Fig. 1: met1 routing
Drawn at 4 px/um. Supply wires on this layer in grey.
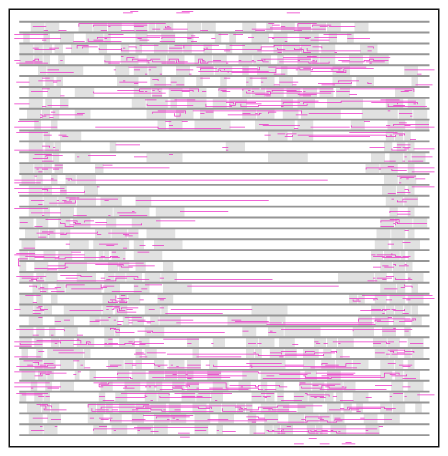
Fig. 2: congestion heat map
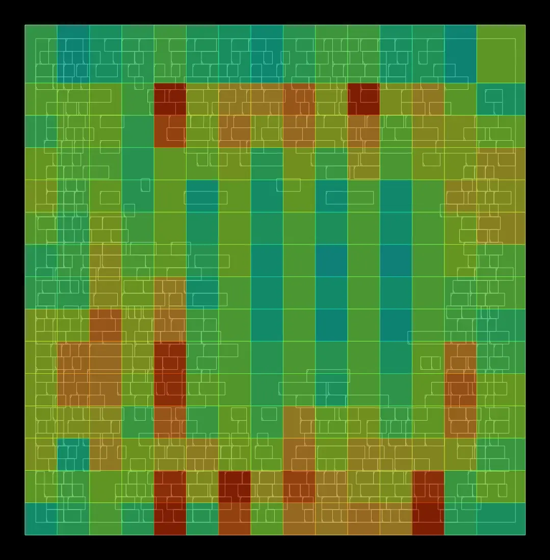
Fig. 3: metal 3
Drawn at 3 px/um.
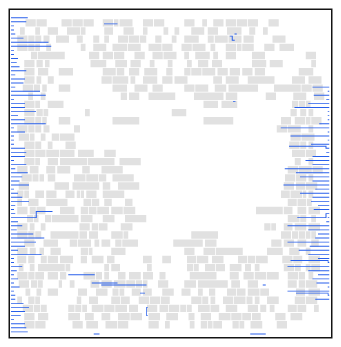
Fig. 4: routed metal, one colour a layer
Drawn at 4 px/um. Only two layers are drawn.
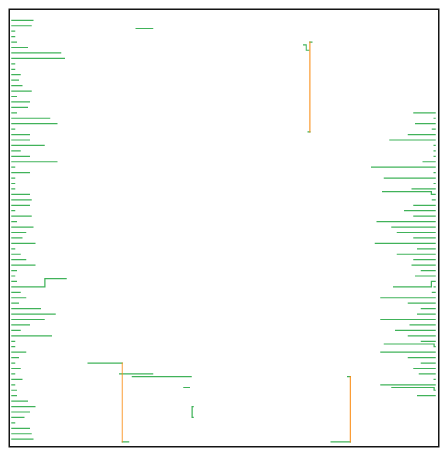
==> config.mk <==
export PLATFORM = sky130hd
export DESIGN_NAME = memory_arbiter
export DESIGN_NICKNAME = d
export VERILOG_FILES = /design/src/rtl/memory_arbiter.sv
export SDC_FILE = /design/constraint.sdc
export NUM_CORES = 1
export LEC_CHECK = 0
export CORE_AREA = 2 2 105 107
export CTS_CLUSTER_SIZE = 30
export DETAILED_ROUTE_END_ITERATION = 10
export DIE_AREA = 0 0 107 109
export PLACE_DENSITY = 0.67
export SYNTH_ARGS = -nofsm -noshare
export SYNTH_HDL_FRONTEND = slang
export SYNTH_SLANG_ARGS = --single-unit
==> constraint.sdc <==
create_clock -name CLK -period 1.9 [get_ports CLK]
set_input_delay 0.38 -clock CLK [delete_from_list [all_inputs] [get_ports CLK]]
set_output_delay 0.38 -clock CLK [all_outputs]
set_load 0.005 [all_outputs]
==> out/metrics.yaml <==
crit_cells: 9
drc: 0
end_kind: "output port"
dpl_cell_area_um2: 4349
power_frac_seq_pct: 2.0
timing.final.ws_setup_ps: -148.9
areaGrowthSynthToFinish_pct: 272.6
nNetsFinal: 655
synth-warning-count: 0
crit_fanout: 8
r2r_cells: 6
status: "finished, violations left"
combGateArea_um2: 1669
fin_setup_tns_ps: -8001
gp_congestion: 0.7665
wl_met1_um: 4072
setup_viol_count_final: 97
die-area_um2: 11660
cts_buffers: 3
path_clk_slew_ps: 30
drive_gt1_share_pct: 57.20
top_usage_layer: "met2"
power_per_cell_area_nw_per_um2: 755.3
synthMuxAreaShare_pct: 0
ys_top_cells_by_area: "sky130_fd_sc_hd__and2_1 44%, sky130_fd_sc_hd__a22oi_1 18%, sky130_fd_sc_hd__nor2b_1 16%"
firstDrtPassIters: 4
core_area_um2: 10600
finalWorstPathRequiredPeriod_ps: 2049
synth_area_um2: 1368
ff2ff_setup_slack_ps: 360
core_util_floorplan_pct: 12.90
post_drt_via_cell_ratio: 4.168
syn-instance-count: 209
cp_num_buf_inv: 5
hold_buffers: 0
rows: 38
antenna_found_initial: 0
power_frac_clock_pct: 4.3
worst_ep_arrival_time_ps: 1670
failed_checks: "setup timing"
die_height_um: 109
yosys-top-cells-count: "97 x sky130_fd_sc_hd__and2_1, 34 x sky130_fd_sc_hd__nor2b_1, 32 x sky130_fd_sc_hd__a22oi_1"
About Fig. 1:
The layer carries 4,070 um of wire. The longest straight run is 63.9 um. The layer holds 39% of the routed length. The wires run mostly horizontal.
GR Util met1: 17.26%
via count: 2,726

About Fig. 2:
WL/cell: 15.83 um
met2 capacity usage during global routing: 28.94%

About Fig. 3:
140 nets have wire on it. The longest straight run is 15.9 um.
Detailed Route WL: 10,360 um
met3 GRT Util: 2.630%

About Fig. 4:
Green stands for met3, wire length 688 um. Orange stands for met4, wire length 58.5 um.
gr usage total: 14.85%

[cells by family after synthesis]
| group | Yosys count |
|---|---|
| flip-flops | 2 |
| adder cells (fa/ha/maj) | 4 |
| AND/OR/NAND/NOR | 141 |
| AND-OR/OR-AND | 38 |
| buffers and inverters | 24 |
[repair_timing]
item,CTS,global route
pin swaps,36,39
setup buffers,25,6
hold endpoints to repair,0,0
gates resized,508,181
endpoints found under the setup margin,133,133
cloned,7,10
[power by group through the flow]
stage / combinational [mW] / clock [mW] / sequential [mW]
2_1_floorplan: 0.921 / 0 / 0.0688
3_3_place_gp: 2.50 / 0 / 0.0692
3_5_place_dp: 2.52 / 0 / 0.0701
4_1_cts: 3.11 / 0.170 / 0.0774
5_1_grt: 3.86 / 0.176 / 0.0809
6_report: 3.61 / 0.165 / 0.0781
[cell type report]
class | count | area share, %
clock buffers | 3 | 0.8102
multi-input cells | 183 | 32.75
well taps | 140 | 3.437
flip-flops and latches | 2 | 1.007
inverters | 4 | 0.2946
repair buffers | 322 | 61.70
[cell usage in the layout (no fill, tap or decap), types with 10 or more instances in the layout]
cell                              count
sky130_fd_sc_hd__clkbuf_2            35
sky130_fd_sc_hd__a22oi_2             31
sky130_fd_sc_hd__buf_6               53
sky130_fd_sc_hd__buf_2               53
sky130_fd_sc_hd__clkbuf_16           10
sky130_fd_sc_hd__nor2b_4             14
sky130_fd_sc_hd__clkdlybuf4s50_1    129
sky130_fd_sc_hd__and2_4              43
sky130_fd_sc_hd__nor2b_1             17
sky130_fd_sc_hd__and2_1              54
sky130_fd_sc_hd__buf_4               16
